**src/rtl/bus_responder.sv**
```systemverilog
// bus_responder: fixed 4-beat burst responder with valid/ready handshake.
// A burst opens when valid is seen in IDLE; ready rises READY_LAT cycles
// later and stays high for exactly four beats; done pulses DONE_GAP cycles
// after the fourth beat.  Dropping valid before the fourth beat aborts the
// burst with a one-cycle err pulse.
// Optional feature: define BUS_RESPONDER_CSUM_EN to build the beat
// accumulator that drives csum; without it csum is tied to zero and all
// handshake timing is unchanged.
// Supported ranges: READY_LAT 1..4, DONE_GAP 1..4, READY_LAT+DONE_GAP <= 5.
module bus_responder #(
  parameter int DW        = 8,
  parameter int READY_LAT = 2,
  parameter int DONE_GAP  = 2
) (
  input  logic          clk,
  input  logic          rst,
  input  logic          valid,
  input  logic [DW-1:0] data,
  output logic          ready,
  output logic          done,
  output logic          err,
  output logic          busy,
  output logic [DW+1:0] csum
);

  typedef enum logic [2:0] {
    IDLE = 3'd0,
    WAIT = 3'd1,
    XFER = 3'd2,
    PROC = 3'd3,
    DONE = 3'd4
  } state_t;

  // Terminal values of the WAIT and PROC counters.  With a latency or gap of
  // one the corresponding state is skipped entirely, so the value is unused.
  localparam logic [1:0] WAIT_LAST = (READY_LAT >= 2) ? 2'(READY_LAT - 2) : 2'd0;
  localparam logic [1:0] GAP_LAST  = (DONE_GAP  >= 2) ? 2'(DONE_GAP  - 2) : 2'd0;

  state_t     state_q, state_d;
  logic       ready_q, ready_d;
  logic       done_q, done_d;
  logic       err_q, err_d;
  logic [1:0] beat_cnt_q, beat_cnt_d;
  logic [1:0] wait_cnt_q, wait_cnt_d;
  logic [1:0] gap_cnt_q, gap_cnt_d;

  // Strobes shared with the optional accumulator.
  logic burst_start;
  logic beat;
  logic burst_end;

  // Next-state, counter and registered-output decode for the handshake FSM.
  always_comb begin
    state_d     = state_q;
    ready_d     = 1'b0;
    done_d      = 1'b0;
    err_d       = 1'b0;
    beat_cnt_d  = beat_cnt_q;
    wait_cnt_d  = wait_cnt_q;
    gap_cnt_d   = gap_cnt_q;
    burst_start = 1'b0;
    beat        = 1'b0;
    burst_end   = 1'b0;

    case (state_q)
      IDLE: begin
        if (valid) begin
          burst_start = 1'b1;
          wait_cnt_d  = 2'd0;
          beat_cnt_d  = 2'd0;
          gap_cnt_d   = 2'd0;
          if (READY_LAT == 1) begin
            state_d = XFER;
            ready_d = 1'b1;
          end else begin
            state_d = WAIT;
          end
        end
      end

      WAIT: begin
        if (!valid) begin
          err_d      = 1'b1;
          wait_cnt_d = 2'd0;
          state_d    = IDLE;
        end else if (wait_cnt_q == WAIT_LAST) begin
          wait_cnt_d = 2'd0;
          ready_d    = 1'b1;
          state_d    = XFER;
        end else begin
          wait_cnt_d = wait_cnt_q + 2'd1;
        end
      end

      XFER: begin
        if (!(valid && ready_q)) begin
          err_d      = 1'b1;
          beat_cnt_d = 2'd0;
          state_d    = IDLE;
        end else begin
          beat = 1'b1;
          if (beat_cnt_q == 2'd3) begin
            beat_cnt_d = 2'd0;
            gap_cnt_d  = 2'd0;
            if (DONE_GAP == 1) begin
              done_d    = 1'b1;
              burst_end = 1'b1;
              state_d   = DONE;
            end else begin
              state_d = PROC;
            end
          end else begin
            beat_cnt_d = beat_cnt_q + 2'd1;
            ready_d    = 1'b1;
          end
        end
      end

      PROC: begin
        if (gap_cnt_q == GAP_LAST) begin
          gap_cnt_d = 2'd0;
          done_d    = 1'b1;
          burst_end = 1'b1;
          state_d   = DONE;
        end else begin
          gap_cnt_d = gap_cnt_q + 2'd1;
        end
      end

      DONE: begin
        state_d = IDLE;
      end

      default: begin
        state_d = IDLE;
      end
    endcase
  end

  // State and registered outputs; reset wins over any same-edge request.
  always_ff @(posedge clk) begin
    if (rst) begin
      state_q    <= IDLE;
      ready_q    <= 1'b0;
      done_q     <= 1'b0;
      err_q      <= 1'b0;
      beat_cnt_q <= 2'd0;
      wait_cnt_q <= 2'd0;
      gap_cnt_q  <= 2'd0;
    end else begin
      state_q    <= state_d;
      ready_q    <= ready_d;
      done_q     <= done_d;
      err_q      <= err_d;
      beat_cnt_q <= beat_cnt_d;
      wait_cnt_q <= wait_cnt_d;
      gap_cnt_q  <= gap_cnt_d;
    end
  end

  assign ready = ready_q;
  assign done  = done_q;
  assign err   = err_q;
  assign busy  = (state_q != IDLE);

`ifdef BUS_RESPONDER_CSUM_EN
  logic [DW+1:0] acc_q, acc_d;
  logic [DW+1:0] csum_q, csum_d;

  // Accumulate beats of the current burst; publish the total with done.
  always_comb begin
    acc_d  = acc_q;
    csum_d = csum_q;
    if (burst_start) begin
      acc_d = '0;
    end else if (beat) begin
      acc_d = acc_q + {2'b00, data};
    end
    if (burst_end) begin
      csum_d = acc_d;
    end
  end

  // Accumulator and published checksum registers.
  always_ff @(posedge clk) begin
    if (rst) begin
      acc_q  <= '0;
      csum_q <= '0;
    end else begin
      acc_q  <= acc_d;
      csum_q <= csum_d;
    end
  end

  assign csum = csum_q;
`else
  logic unused_csum_inputs;
  assign unused_csum_inputs = ^{data, burst_start, beat, burst_end};
  assign csum = '0;
`endif

endmodule

```
**config.mk**
```make
export PLATFORM = sky130hd
export DESIGN_NAME = bus_responder
export DESIGN_NICKNAME = d
export VERILOG_FILES = /design/src/rtl/bus_responder.sv
export SDC_FILE = /design/constraint.sdc
export NUM_CORES = 1
export LEC_CHECK = 0
export CORE_MARGIN = 2
export CORE_UTILIZATION = 40
export CTS_CLUSTER_DIAMETER = 30
export DETAILED_ROUTE_END_ITERATION = 16
export PLACE_DENSITY = 0.73
export REMOVE_ABC_BUFFERS = 1
export SLEW_MARGIN = 20
export SYNTH_ARGS = -nofsm -noshare
export SYNTH_HDL_FRONTEND = slang
export SYNTH_SLANG_ARGS = --single-unit
```
**constraint.sdc**
```tcl
create_clock -name clk -period 1.3 [get_ports clk]
set_input_delay 0.26 -clock clk [delete_from_list [all_inputs] [get_ports clk]]
set_output_delay 0.26 -clock clk [all_outputs]
set_load 0.05 [all_outputs]
```
Run 1, supply network:
Pins as bars on the die edge.
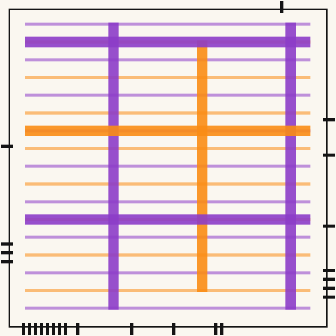
color	net
purple	VSS
orange	VDD
met1 rails	17
rows	16

Run 1, cells colored by class:
Scale bar: 10 microns.
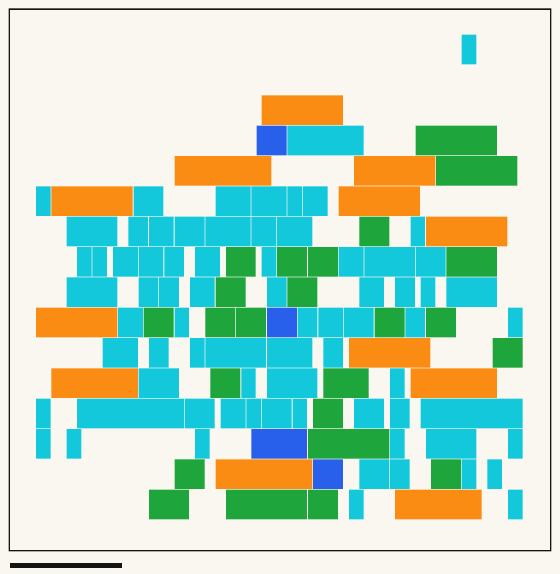
color	class	cells	share of their area
blue	clock drivers and dummy loads	4	3.5%
green	other buffers and delay cells	24	23%
orange	flip-flops	12	24%
cyan	all other logic	74	49%

==> changes_impl.md, run 1 <==
## Flow update

* EDFF count, synth at 0
* Flop area at about 250 sq um
* Part of the power in registers at 38.4%
* Worst setup path start: wait_cnt_q[1]$_SDFFE_PP0P_
* CP Capture Type: flip-flop
* All-Layer GR Usage at between 10% and 20%
* Post-synthesis compound-gate area fraction at ~22%
* Dominant register cell: dfxtp_1
* Reg-to-reg setup timing slack at -1 ps
* Family with the most delay on the worst path: AND-OR/OR-AND gates
* Critical-path maximum fanout at 3
* Post-CTS Setup Repair Bufs at 2
* Logic Gate Count at 66
* Simple Share, Synth at 22.0%
* Worst r2r src: wait_cnt_q[1]$_SDFFE_PP0P_
* Post-detail-place hpwl at between 1000 and 1500 microns
* Latency at later pin at between 200 and 300 ps
* Power Total at 1.03 mW
* Worst r2r dst: state_q[1]$_SDFFE_PP0P_
* Crit path depth at 5
* GR peak layer: met2
* Biggest register: state_q
* Signal buffers at 24
* Psw at between 300 and 400 uW
* Resized cells post-CTS at 13
* Reg2Reg Depth at 5
* Adder Area Share at just under 8%
* Hold Slack at just under 500 ps
* Commonest cells post-synth: 12 x dfxtp_1, 11 x buf_4, 7 x inv_1, 6 x nand2_1
* Area share, top type at a little under a third
* Cells after synthesis at about 91
* Peak supply drop at 0.501 mV
* Asr flop ratio synth at 0%
* Area of the mapped netlist at 790 sq um
* Hold path endpoint: beat_cnt_q[1]$_SDFFE_PP0P_
* N_diodes at 0
* Multi-input logic area at slightly below 500 sq um
* Via Count at ~720
* Comb area leader: AND-OR/OR-AND gates
* Flop count at 12
* Cell Type Count at 35
* Synth Area in XOR/XNOR at 0%
* Wire length on met3 at approximately 90 microns
* Share of layout cells above drive strength 1 at about 39%
* IO Port Bufs at 6
* Status: finished, violations left
* Pin count of the biggest net entering global routing at 11
* CTS tree: yes
* Top-count cell post-synth: dfxtp_1
* Sink Count at 12
* Cells traversed along the worst timing path: inv_2 -> ha_4 -> nor3b_4 -> o311ai_4 -> a221oi_2
* Leak Pwr at between 0.4 and 0.5 nW
* Failing checks: setup timing
* Clock Power at between 300 and 400 uW
* Crit path to: state_q[1]$_SDFFE_PP0P_
* Internal power at 680 uW
* Initial drt markers at 12
* PD cells at between 900 and 1000 nW/um^2
* GR Util met2 at a little under 30%
* Final ANT Viol Nets at 0
* Die Y at roughly 48 microns
* Mux area share at 0%
* Setup WS post-layout at -1.31 ps
* Setup violators final at 1
* Warnings, synthesis at 0
* Clock network fraction of design power at a little under 30%
* Clock-cell share at ~3.4%
* Registers, synthesis at 12
* Worst Hold Class: reg -> reg
* M1 GR Usage at around 21%
* Post-synth seq share at 30.4%
* Maxcap violations at 0
* Crit path DAT at between 1000 and 1500 ps
* Unrepaired setup endpoints after global routing: true
Run 1, clock network drawn from the DEF:
Scale bar: 10 microns.
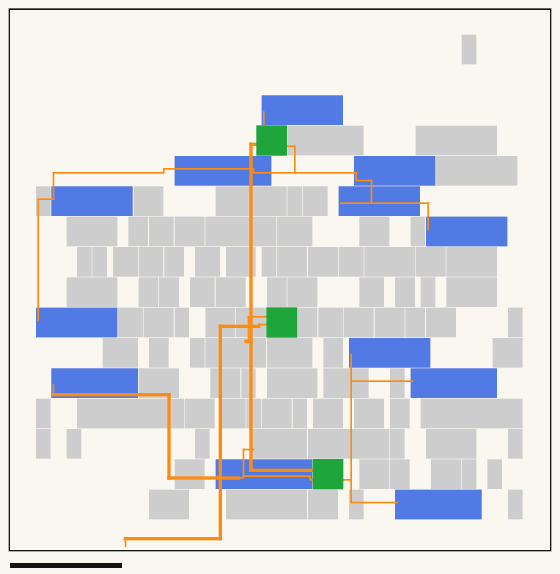
[blue] flip-flops | count: 12
[green] cells driving clock nets | count: 3
[orange] clock wires | length: 200 microns
routed clock nets	4

==> run 1: cells in the final DEF (no fill, tap or decap), drive strengths merged <==
cell type      synthesis  routed
conb                   1      10
nand3b                 1       1
ha                     5       5
clkdlybuf4s50          0       1
and2                   1       1
buf                   13      22
a21boi                 1       1
nor4                   1       1
nand2                  6       6
o211ai                 2       2
a211oi                 1       1
and4bb                 1       1
a22o                   1       1
nand3                  3       3
o311a                  1       1
and3                   1       1
o311ai                 1       1
inv                    8       8
nor3b                  1       1
o21ai                  4       4
nand4                  2       2
dfxtp                 12      12
a21oi                  5       5
nor2b                  5       5
o21bai                 2       2
clkbuf                 1       4
nor2                   5       5
o31ai                  3       3
dlymetal6s2s           0       1
and4                   2       2
a221oi                 1       1
Run 1, routed metal, one color a layer:
Two of the layers only.
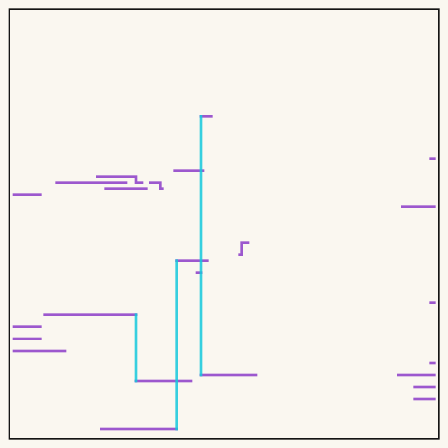

## Run 2: what changed since run 1
--- a/config.mk
+++ b/config.mk
@@ -5,12 +5,12 @@
 export SDC_FILE = /design/constraint.sdc
 export NUM_CORES = 1
 export LEC_CHECK = 0
+export CAP_MARGIN = 30
 export CORE_MARGIN = 2
 export CORE_UTILIZATION = 40
 export CTS_CLUSTER_DIAMETER = 30
 export DETAILED_ROUTE_END_ITERATION = 16
 export PLACE_DENSITY = 0.73
-export REMOVE_ABC_BUFFERS = 1
 export SLEW_MARGIN = 20
 export SYNTH_ARGS = -nofsm -noshare
 export SYNTH_HDL_FRONTEND = slang
Run 2, routed metal, one color a layer:
Two of the layers only.
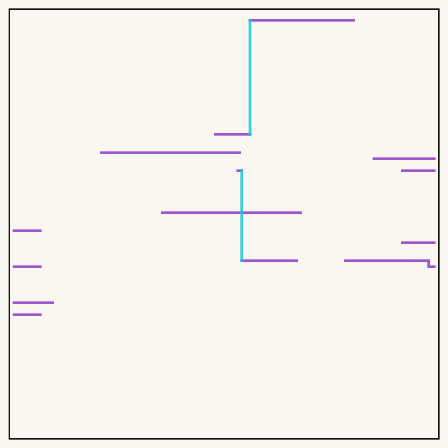
color	layer	wire length
cyan	met4	23.1 microns
purple	met3	91.6 microns

==> run 2 against run 1 <==
Effect of this change: the flow now finishes without violations; area after synthesis is the same; sequential cell count is the same; utilization grew 2.2 points; power shrank 0.77%; via count shrank 2.1%; combinational power grew 2%; routed wire length shrank 0.61%; critical path type is now reg -> out; largest cell class unchanged.
==> changes_impl.md, run 2 <==
## Flow update

* Share of layout cells above drive strength 1 at between 40% and 50%
* M1 GR Usage at between 10% and 20%
* Asr flop ratio synth at 0%
* GR Util met2 at a little over a quarter
* Most numerous logic cell after layout: buf_4
* Post-CTS Setup Repair Bufs at 5
* Simple Share, Synth at ~22%
* IO Port Bufs at 6
* CTS tree: yes
* Synth Area in XOR/XNOR at 0%
* Cell Type Count at 35
* Latency at later pin at around 280 ps
* Status: complete, no violations
* Via Count at 709
* Clock-cell share at approximately 3.2%
* Area of the mapped netlist at roughly 790 sq um
* Post-detail-place hpwl at 1250 microns
* CP Capture Type: output port
* Mux area share at 0%
* Crit path DAT at between 900 and 1000 ps
* Part of the power in registers at 38.9%
* Cells traversed along the worst timing path: inv_2 -> nand2_2 -> buf_12
* Clock Power at ~300 uW
* Dominant register cell: dfxtp_1
* Multi-input logic area at approximately 480 sq um
* Final ANT Viol Nets at 0
* Worst Hold Class: reg -> reg
* Leak Pwr at roughly 0.5 nW
* N_diodes at 0
* EDFF count, synth at 0
* Setup WS post-layout at 46.8 ps
* Area share, top type at 30.4%
* Cells after synthesis at around 91
* Top-count cell post-synth: dfxtp_1
* Logic Gate Count at about 66
* Setup violators final at 0
* Flop area at between 200 and 300 sq um
* Most numerous logic cells after layout: 24 x buf_4, 10 x conb_1
* Comb area leader: AND-OR/OR-AND gates
* Family with the most delay on the worst path: flip-flops
Run 2, cells colored by class:
Scale bar: 10 microns.
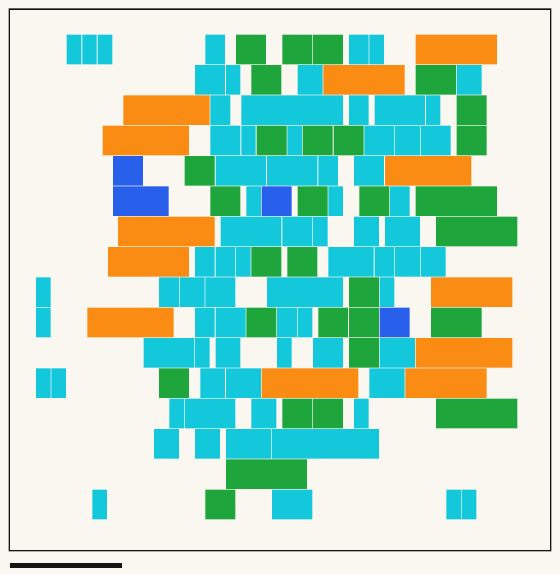
color	class	cells	share of their area
orange	flip-flops	12	24%
blue	clock drivers and dummy loads	4	3.3%
cyan	all other logic	74	47%
green	other buffers and delay cells	30	26%

run 2: cell counts after synthesis:
No cell type changed its count.
run 2: worst min-delay path: cells and delay by family, from the launching register on:
family         cells  cell delay [ps]
flip-flops         1              320
AND-OR/OR-AND      2              120
run 2: worst paths after layout:
| check | endpoint | startpoint | slack [ps] | cells after the start |
|---|---|---|---|---|
| hold reg to reg | beat_cnt_q[1]$_SDFFE_PP0P_ | beat_cnt_q[1]$_SDFFE_PP0P_ | 480 | 2 |
| hold / removal | beat_cnt_q[1]$_SDFFE_PP0P_ | beat_cnt_q[1]$_SDFFE_PP0P_ | 480 | 2 |
| setup reg to reg | state_q[2]$_SDFFE_PP0P_ | state_q[1]$_SDFFE_PP0P_ | 50 | 4 |
| setup / recovery | busy | state_q[0]$_SDFFE_PP0P_ | 50 | 3 |
## Run 3: what changed since run 2
--- a/config.mk
+++ b/config.mk
@@ -8,10 +8,10 @@
 export CAP_MARGIN = 30
 export CORE_MARGIN = 2
 export CORE_UTILIZATION = 40
-export CTS_CLUSTER_DIAMETER = 30
+export CTS_CLUSTER_DIAMETER = 40
 export DETAILED_ROUTE_END_ITERATION = 16
 export PLACE_DENSITY = 0.73
-export SLEW_MARGIN = 20
+export SLEW_MARGIN = 0
 export SYNTH_ARGS = -nofsm -noshare
 export SYNTH_HDL_FRONTEND = slang
 export SYNTH_SLANG_ARGS = --single-unit
Run 3, supply network:
Pins as bars on the die edge.
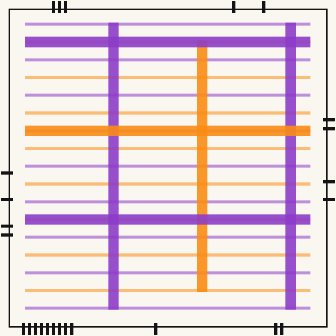
color	net
orange	VDD
purple	VSS
rows	16
signal pins	25
met1 rails	17
met5 straps	3

Run 3, the clock network:
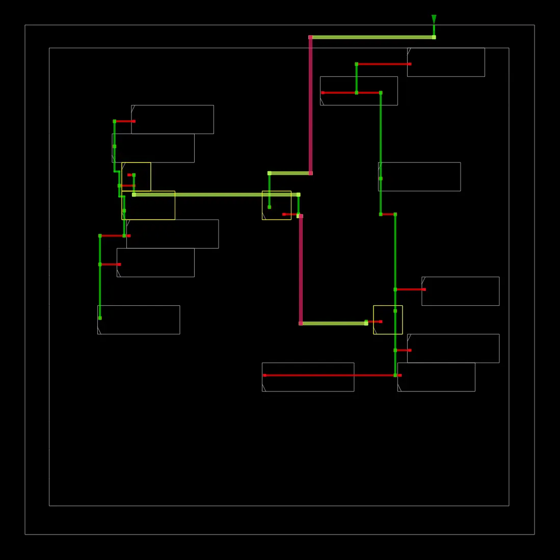
Sink Count: 12
Clock Power: 292 uW
Latency at later pin: 280 ps

==> run 3 against run 2 <==
Effect of this change: sequential power barely moved; clock-buffer cell count unchanged; worst setup slack unchanged; clock skew is the same; combinational power about the same.
==> changes_impl.md, run 3 <==
## Flow update

* Grt ovf at 0
* Crit path DAT at 990 ps
* Post-detail-place hpwl at 1250 microns
* Clock network fraction of design power at between 20% and 30%
* Mux area share at 0%
* Hold path endpoint: beat_cnt_q[1]$_SDFFE_PP0P_
* Top cells, area: dfxtp_1 30%, buf_4 10%, ha_1 7.9%
* Adder Area Share at about 8%
* Maxcap violations at 0
* Pin count of the biggest net entering global routing at 10
* Dominant register cell: dfxtp_1
* Synth Area in XOR/XNOR at 0%
* Pins Over Slew Limit at 0
* Final Core Density at around three fifths
* Cell Type Count at 35
* P_seq at between 300 and 400 uW
* Finished Cell Area at ~1100 sq um
* Routed Wire Length at roughly 1800 microns
* Worst Hold Class: reg -> reg
* IO Port Bufs at 6
* Status: complete, no violations
* Biggest register: state_q
* # fillers at approximately 180
* Fin. Hold Viols at 0
* Chip area at around 2300 sq um
* Simple Share, Synth at approximately 22%
* Comb area leader: AND-OR/OR-AND gates
* Die Y at ~48 microns
* Setup WS post-layout at ~47 ps
* Resized cells post-CTS at 13
* CP bufs+invs at 2
* Crit path depth at 3
* Via density at 4.82
* Crit path kind: reg -> out
* CP Capture Type: output port
* Worst setup path start: state_q[0]$_SDFFE_PP0P_
* Worst Min Path Start: beat_cnt_q[1]$_SDFFE_PP0P_
* Family with the most delay on the worst path: flip-flops
* Psw at around 340 uW
* Reg-to-reg setup timing slack at ~47 ps
* CTS tree: yes
* Area of the mapped netlist at around 800 sq um
* Power Total at 1.03 mW
* Final ANT Viol Nets at 0
* Most numerous logic cells after layout: 24 x buf_4, 10 x conb_1
* Setup violators final at 0
* All-Layer GR Usage at ~16%
* Critical-path maximum fanout at 9
* PD cells at just over 900 nW/um^2
* EDFF count, synth at 0
* Top-count cell post-synth: dfxtp_1
* Clock Skews at between 10 and 15 ps
* Leak Pwr at 0.487 nW
* Reg2Reg Depth at 4
* Post-synth area from yosys stat at around 800 sq um
* Cells after synthesis at 91
* Via Count at roughly 710
* Dpl ws at -273 ps
* Commonest cells post-synth: 12 x dfxtp_1, 11 x buf_4, 7 x inv_1, 6 x nand2_1
* Hold Slack at roughly 480 ps
* Cells traversed along the worst timing path: inv_2 -> nand2_2 -> buf_12
* Peak supply drop at approximately 0.76 mV
* Most numerous logic cell after layout: buf_4
* Registers, synthesis at 12
* Core Rows at 16
* Max Root-Sink Buffers at 2
* Area share, top type at around 30%
* Unrepaired setup endpoints after global routing: true
* TritonCTS buffer count at 3
* Post-CTS Setup Repair Bufs at 5
* Asr flop ratio synth at 0%
* IO Pins at 25
* Worst r2r src: state_q[1]$_SDFFE_PP0P_
* Net Sw Frac at 32.7%
* Initial drt markers at 6
* N_diodes at 0
* CTS clk-pin slew, worst paths at 80 ps
* Vias in the first global route at ~690
* Worst r2r dst: state_q[2]$_SDFFE_PP0P_
* Internal power at between 600 and 700 uW
* Warnings, synthesis at 0
* Share of layout cells above drive strength 1 at between 40 and 50%
* Crit path to: busy
* Post-synthesis compound-gate area fraction at between 20 and 25%
* Hold depth at 2
* CTS root buf: clkbuf_4
* Part of the power in registers at between 30 and 40%
* Post-synth seq share at 30.4%
## run 3: metal layers
metal  vias up  wire length, microns  track usage [%]
li1        358                     -                -
met1       330                   749             17.9
met2        17                   933             26.9
met3         4                    91             5.25
met4         0                    23             7.62
met5         -                     0                0
## run 3: logic make-up after synthesis
kind of cell / after synthesis
other: 1
AND-OR/OR-AND: 22
adder cells (fa/ha/maj): 5
AND/OR/NAND/NOR: 29
flip-flops: 12
buffers and inverters: 22
## run 3: layout make-up
class	instances	area (sq um)	share of cell area (%)
Clock buffer	4	36.3	3.24
Tap cell	27	33.8	3.01
Inverter	8	30.0	2.68
Sequential cell	12	256	22.9
Timing Repair Buffer	30	283	25.2
Multi-Input combinational cell	66	482	43.0
Power is estimated from default activity; no workload was simulated.
